`config.mk`:
```
export PLATFORM = sky130hd
export DESIGN_NAME = fifo_dd_wr_arbiter
export DESIGN_NICKNAME = d
export VERILOG_FILES = /design/src/rtl/fifo_dd_wr_arbiter_pkg.sv /design/src/rtl/fifo_dd_wr_arbiter_rr_pick.sv /design/src/rtl/fifo_dd_wr_arbiter.sv
export SDC_FILE = /design/constraint.sdc
export NUM_CORES = 1
export LEC_CHECK = 0
export ABC_AREA = 1
export CORE_MARGIN = 1
export CORE_UTILIZATION = 42
export DETAILED_ROUTE_END_ITERATION = 7
export PLACE_DENSITY = 0.84
export SYNTH_ARGS = -nofsm -noshare
export SYNTH_HDL_FRONTEND = slang
export SYNTH_SLANG_ARGS = --single-unit
```
`constraint.sdc`:
```
create_clock -name clk -period 2.35 [get_ports clk]
set_input_delay 0.47 -clock clk [delete_from_list [all_inputs] [get_ports clk]]
set_output_delay 0.47 -clock clk [all_outputs]
set_load 0.05 [all_outputs]
```
`src/rtl/fifo_dd_wr_arbiter_pkg.sv`:
```
// Shared types for the paired-word FIFO write arbiter.
// A pair is two consecutive narrow words from one producer.
package fifo_dd_wr_arbiter_pkg;

  typedef enum logic {
    StIdle   = 1'b0,
    StSecond = 1'b1
  } arb_state_e;

  // Slots that must be free before the first word of a pair is accepted.
  localparam int unsigned PairWords = 2;

endpackage

```
`src/rtl/fifo_dd_wr_arbiter_rr_pick.sv`:
```
// Rotate-priority search: first set request at or above ptr_i, wrapping at N.
// Purely combinational.
module fifo_dd_wr_arbiter_rr_pick #(
  parameter int unsigned N   = 4,
  parameter int unsigned IdW = 2
) (
  input  logic [N-1:0]   req_i,
  input  logic [IdW-1:0] ptr_i,
  output logic [N-1:0]   gnt_o,
  output logic [IdW-1:0] id_o,
  output logic           any_o
);

  always_comb begin
    int unsigned idx;
    idx   = 0;
    gnt_o = '0;
    id_o  = '0;
    any_o = 1'b0;
    for (int unsigned i = 0; i < N; i++) begin
      idx = (32'(ptr_i) + i) % N;
      if (!any_o && req_i[idx]) begin
        any_o      = 1'b1;
        gnt_o[idx] = 1'b1;
        id_o       = IdW'(idx);
      end
    end
  end

endmodule

```
`src/rtl/fifo_dd_wr_arbiter.sv`:
```
// Shares the narrow write port of a double-width-read FIFO between NREQ producers,
// granting whole pairs of words round-robin so no read word mixes two producers.
module fifo_dd_wr_arbiter
  import fifo_dd_wr_arbiter_pkg::*;
#(
  parameter int unsigned NREQ     = 4,
  parameter int unsigned WI       = 8,
  parameter int unsigned DEPTH    = 16,
  parameter int unsigned LEVLBITS = 5,
  parameter int unsigned IDW      = 2
) (
  input  logic                 clk,
  input  logic                 reset_n,
  input  logic                 enable,
  input  logic                 clear,
  input  logic [NREQ-1:0]      req,
  input  logic [NREQ*WI-1:0]   req_data,
  output logic [NREQ-1:0]      ack,
  output logic [WI-1:0]        fifo_wdata,
  output logic                 fifo_write,
  input  logic                 fifo_full,
  input  logic [LEVLBITS-1:0]  fifo_level,
  output logic [IDW-1:0]       grant_id,
  output logic                 locked
);

  localparam int unsigned FW = LEVLBITS + 1;

  arb_state_e      state_q, state_d;
  logic            armed_q;
  logic [IDW-1:0]  rr_ptr_q, rr_ptr_d;
  logic [IDW-1:0]  grant_id_q, grant_id_d;
  logic            write_q, write_d;
  logic [WI-1:0]   wdata_q, wdata_d;
  logic [NREQ-1:0] pick_gnt;
  logic [IDW-1:0]  pick_id, sel_id;
  logic            pick_any;
  logic [FW-1:0]   free;
  logic            room, go;

  fifo_dd_wr_arbiter_rr_pick #(
    .N   (NREQ),
    .IdW (IDW)
  ) u_rr_pick (
    .req_i (req),
    .ptr_i (rr_ptr_q),
    .gnt_o (pick_gnt),
    .id_o  (pick_id),
    .any_o (pick_any)
  );

  // The registered write has not reached the FIFO level yet, so count it here.
  assign free   = FW'(DEPTH) - {1'b0, fifo_level} - FW'(write_q);
  assign room   = !fifo_full && (free >= FW'(PairWords));
  assign go     = armed_q && enable && !clear;
  assign sel_id = (state_q == StSecond) ? grant_id_q : pick_id;

  always_ff @(posedge clk or negedge reset_n) begin
    if (!reset_n) begin
      state_q <= StIdle;
    end else begin
      state_q <= state_d;
    end
  end

  always_comb begin
    state_d    = state_q;
    rr_ptr_d   = rr_ptr_q;
    grant_id_d = grant_id_q;
    write_d    = 1'b0;
    wdata_d    = wdata_q;
    if (clear) begin
      state_d  = StIdle;
      rr_ptr_d = '0;
    end else if (|ack) begin
      write_d = 1'b1;
      wdata_d = req_data[sel_id*WI +: WI];
      if (state_q == StIdle) begin
        state_d    = StSecond;
        grant_id_d = pick_id;
      end else begin
        state_d  = StIdle;
        rr_ptr_d = (grant_id_q == IDW'(NREQ - 1)) ? '0 : grant_id_q + 1'b1;
      end
    end
  end

  always_comb begin
    ack = '0;
    if (go) begin
      case (state_q)
        StIdle:   if (room && pick_any) ack = pick_gnt;
        StSecond: ack[grant_id_q] = req[grant_id_q];
        default:  ack = '0;
      endcase
    end
  end

  // armed_q keeps ack low until the first clock after reset.
  always_ff @(posedge clk or negedge reset_n) begin
    if (!reset_n) begin
      armed_q    <= 1'b0;
      rr_ptr_q   <= '0;
      grant_id_q <= '0;
      write_q    <= 1'b0;
      wdata_q    <= '0;
    end else begin
      armed_q    <= 1'b1;
      rr_ptr_q   <= rr_ptr_d;
      grant_id_q <= grant_id_d;
      write_q    <= write_d;
      wdata_q    <= wdata_d;
    end
  end

  assign fifo_write = write_q;
  assign fifo_wdata = wdata_q;
  assign grant_id   = grant_id_q;
  assign locked     = (state_q == StSecond);

endmodule

```
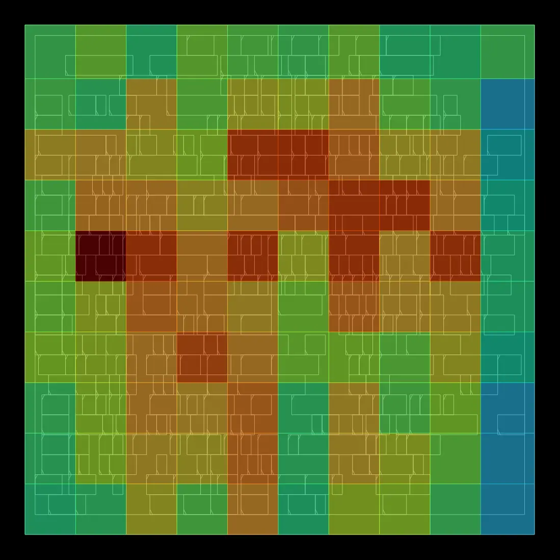
*Congestion heat map, run 1*
met3 usage in global routing: 4.07%
total track usage: 22.2%

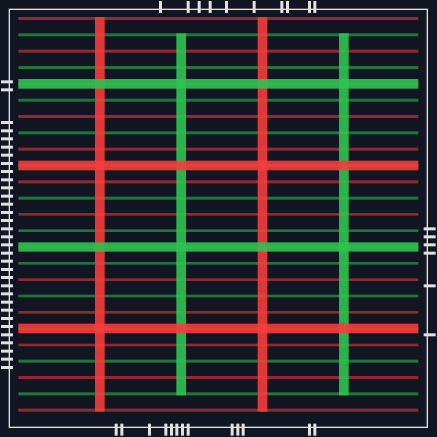
*Power grid, run 1*
Drawn at 6 px/um. Pins as bars on the die edge.
color	net
green	VDD
red	VSS
rows	24
met4 straps	4

==> flow_metrics.py, run 1 <==
# Auto-generated metrics
metrics = {
    "power_and_ir_drop": {
        "clk-power_w": 0.000213,
        "p_int_w": 0.000839,
        "powerSeq_w": 0.000412,
        "powerComb_w": 0.000995,
    },
    "job": {
        "maxCapViolCount": 0,
    },
    "sta": {
        "period_used_pct": 114,
        "timing.hold.ws_ps": 492,
        "setup_viol": 18,
        "setup_slack_ps": -320,
        "worst_pin_slew_ps": 664,
        "relSlewSlack_pct": 55.6,
    },
    "synth": {
        "numSynthFlops": 15,
        "edf_count": 0,
        "yosysWarnings": 0,
        "logic_family": "simple AND/OR/NAND/NOR gates",
        "synth_adder_area_share_pct": 11.8,
        "top_area_share_pct": 20.4,
    },
    "layout": {
        "diodes": 0,
        "lay_top_count": "nand2_1",
        "final_core_util_pct": 70.5,
        "seq_share_pct": 12.3,
    },
    "detailed_routing": {
        "topRoutingLayerUsed": "met4",
        "num_vias": 2221,
    },
    "worst_setup_path": {
        "cp_slowest_cell": "dfrtp_2",
        "start_kind": "flop",
        "crit_required_ps": 1880,
    },
    "clock_tree": {
        "clock_latency_ps": 250,
        "cts.clk_slew.worst_paths_ps": 60,
        "htree_levels": 1,
    },
    "status": {
        "violations": "negative setup slack",
        "status": "finished, violations left",
    },
    "global_route": {
        "grt_first_pass_wirelength_um": 8850,
    },
    "place": {
        "place_area_um2": 2790,
        "place_hpwl_um": 4050,
        "io_buffers": 61,
    },
    "die": {
        "ioPinCount": 62,
        "initCoreUtil_pct": 43.9,
    },
    "min_path": {
        "hp-class": "flop to flop",
    },
}
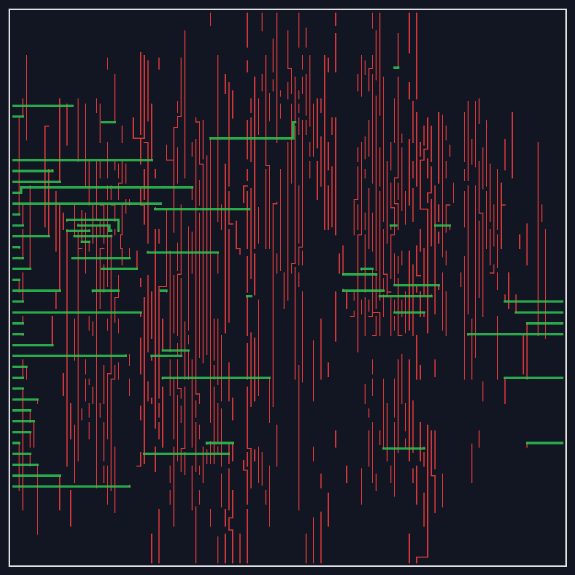
*Metal layers overlaid, run 1*
Drawn at 8 px/um. Only two layers are drawn.
color	layer	wire length
red	M2	2850 um
green	M3	352 um

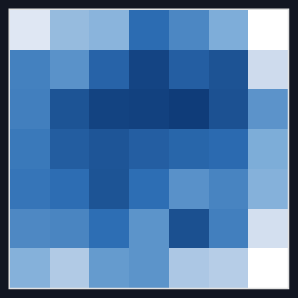
*Placement density heat map, run 1*
Drawn at 4 px/um. The die is cut into 7 by 7 equal tiles; white is low, dark blue is high, 0 to 100% covered.
emptiest ninth of the die	south-east
fullest tile	95%
tiles over 75% full	37%
mean over tiles	62%
nearly empty tiles	4.1%

## run 1: final timing paths
check,cells after the start,end,startpoint
max in group asynchronous,1,fifo_write$_DFF_PN0_,reset_n
worst min-delay path,2,fifo_wdata[1]$_DFFE_PN0P_,fifo_wdata[1]$_DFFE_PN0P_
worst max-delay path,17,ack[2],fifo_write$_DFF_PN0_
worst max register to register,21,locked$_DFFE_PN0P_,fifo_write$_DFF_PN0_
min in group asynchronous,1,fifo_wdata[5]$_DFFE_PN0P_,reset_n
worst min register to register,2,fifo_wdata[1]$_DFFE_PN0P_,fifo_wdata[1]$_DFFE_PN0P_
## run 1: state kept, by name, summed over array words and instances, names as in the netlist
register and flops:
fifo_wdata 8, locked 1, rr_ptr_q 2, fifo_write 1
grant_id 2, armed_q 1
### Routed clock nets over the placement, run 1

Drawn at 8 px/um.
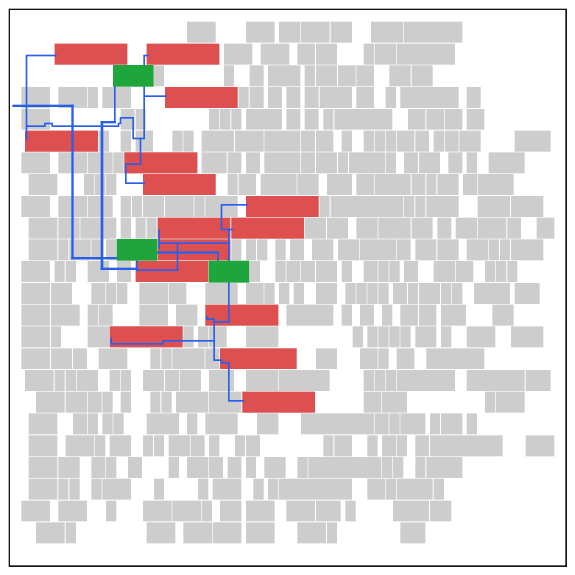

==> run 1 -> run 2 <==
- CORE_ASPECT_RATIO: not set -> 1.2
- CTS_CLUSTER_SIZE: not set -> 30
- SKIP_LAST_GASP: not set -> 1
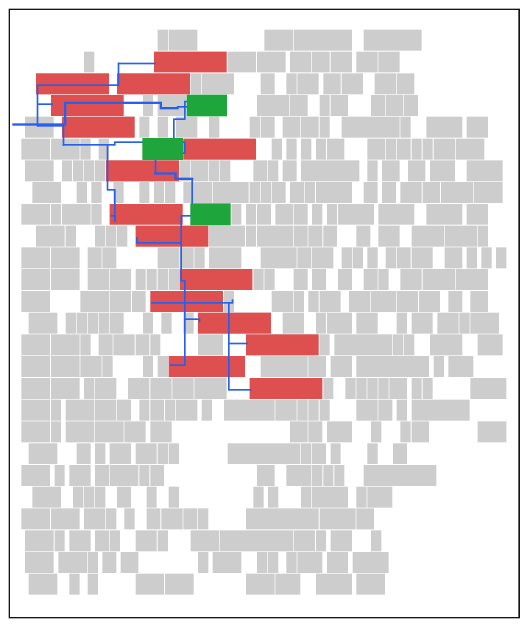
*Routed clock nets over the placement, run 2*
Drawn at 8 px/um.
[blue] clock wires | length: 173 um
[green] clock-net drivers | count: 3
[red] flip-flops | count: 15
routed clock nets	4

==> flow_metrics.py, run 2 <==
# Auto-generated metrics
metrics = {
    "worst_setup_path": {
        "cp_num_cells": 14,
        "reg2reg_depth": 21,
        "start_kind": "input pin",
        "cp_slowest_cell": "clkdlybuf4s50_1",
        "r2r-end": "fifo_wdata[4]$_DFFE_PN0P_",
        "reg2reg_from": "fifo_write$_DFF_PN0_",
        "startpoint": "req[2]",
        "critical_path.endpoint": "ack[1]",
        "crit_required_ps": 1880,
    },
    "layout": {
        "logic_gates": 225,
        "largest_reg_flops": 8,
        "lay_top_count": "nand2_1",
        "seq_share_pct": 12.6,
        "diodes": 0,
    },
    "die": {
        "initCoreUtil_pct": 44.5,
        "ioPinCount": 62,
    },
    "synth": {
        "top_area_share_pct": 20.4,
        "logic_family": "simple AND/OR/NAND/NOR gates",
        "edf_count": 0,
        "synth_adder_area_share_pct": 11.8,
        "yosysWarnings": 0,
        "netlist_area_um2": 1910,
    },
    "job": {
        "maxCapViolCount": 0,
    },
    "place": {
        "place_area_um2": 2840,
        "place_hpwl_um": 4130,
        "io_buffers": 61,
    },
    "detailed_routing": {
        "topRoutingLayerUsed": "met4",
        "num_vias": 2169,
    },
    "sta": {
        "hold_viol": 0,
        "setup_viol": 14,
        "period_used_pct": 113,
        "worst_pin_slew_ps": 646,
        "setup_slack_ps": -304,
        "timing.hold.ws_ps": 494,
        "final_max_slew_viol_count": 0,
        "relSlewSlack_pct": 56.8,
    },
    "status": {
        "violations": "negative setup slack",
        "status": "finished, violations left",
    },
    "min_path": {
        "hold_end": "fifo_wdata[6]$_DFFE_PN0P_",
        "hp-class": "flop to flop",
        "worstHoldPathCells": 2,
        "hold_start": "fifo_wdata[6]$_DFFE_PN0P_",
    },
    "power_and_ir_drop": {
        "p_leak_nw": 1.51,
    },
    "global_route": {
        "gr-usage-all-layers_pct": 22.7,
        "grt_first_pass_wirelength_um": 8800,
        "grtUsageMet3_pct": 2.99,
    },
    "clock_tree": {
        "htree_levels": 1,
        "cts.clk_slew.worst_paths_ps": 60,
        "clock_latency_ps": 240,
        "cts-hold-fix-buffers": 0,
    },
}
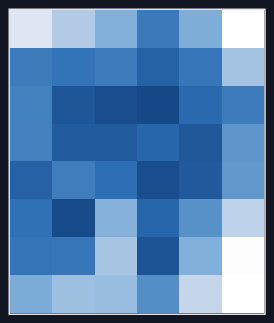
*Placement density heat map, run 2*
Drawn at 4 px/um. The die is cut into 6 by 8 equal tiles; white is low, dark blue is high, 0 to 100% covered.
nearly empty tiles	6.2%
fullest tile	91%
mean over tiles	60%

==> run 2: cells by family (layout without fill, tap and decap cells) <==
group | after synthesis | after routing
buffers and inverters | 55 | 142
DFF | 15 | 15
other | 1 | 1
adders and majority gates | 18 | 18
and+or+nand+nor | 185 | 185
xor gates and xnor gates | 1 | 1
AOI/OAI and AO/OA | 20 | 20
==> run 2: report_power, final <==
part / total [W] / leakage, nW / switching, W / internal [W]
clock: 0.000202 / 0.0228 / 0.0000826 / 0.000120
sequential: 0.000412 / 0.192 / 0.0000743 / 0.000338
combinational: 0.000961 / 1.30 / 0.000590 / 0.000372
total: 0.00158 / 1.51 / 0.000747 / 0.000829
==> run 2: worst min-delay path: stages, from the launching register on <==
cell,delay [ps]
dfrtp_1,350
nand2_1,60
nand2_1,50
Power and IR drop assume default switching activity.
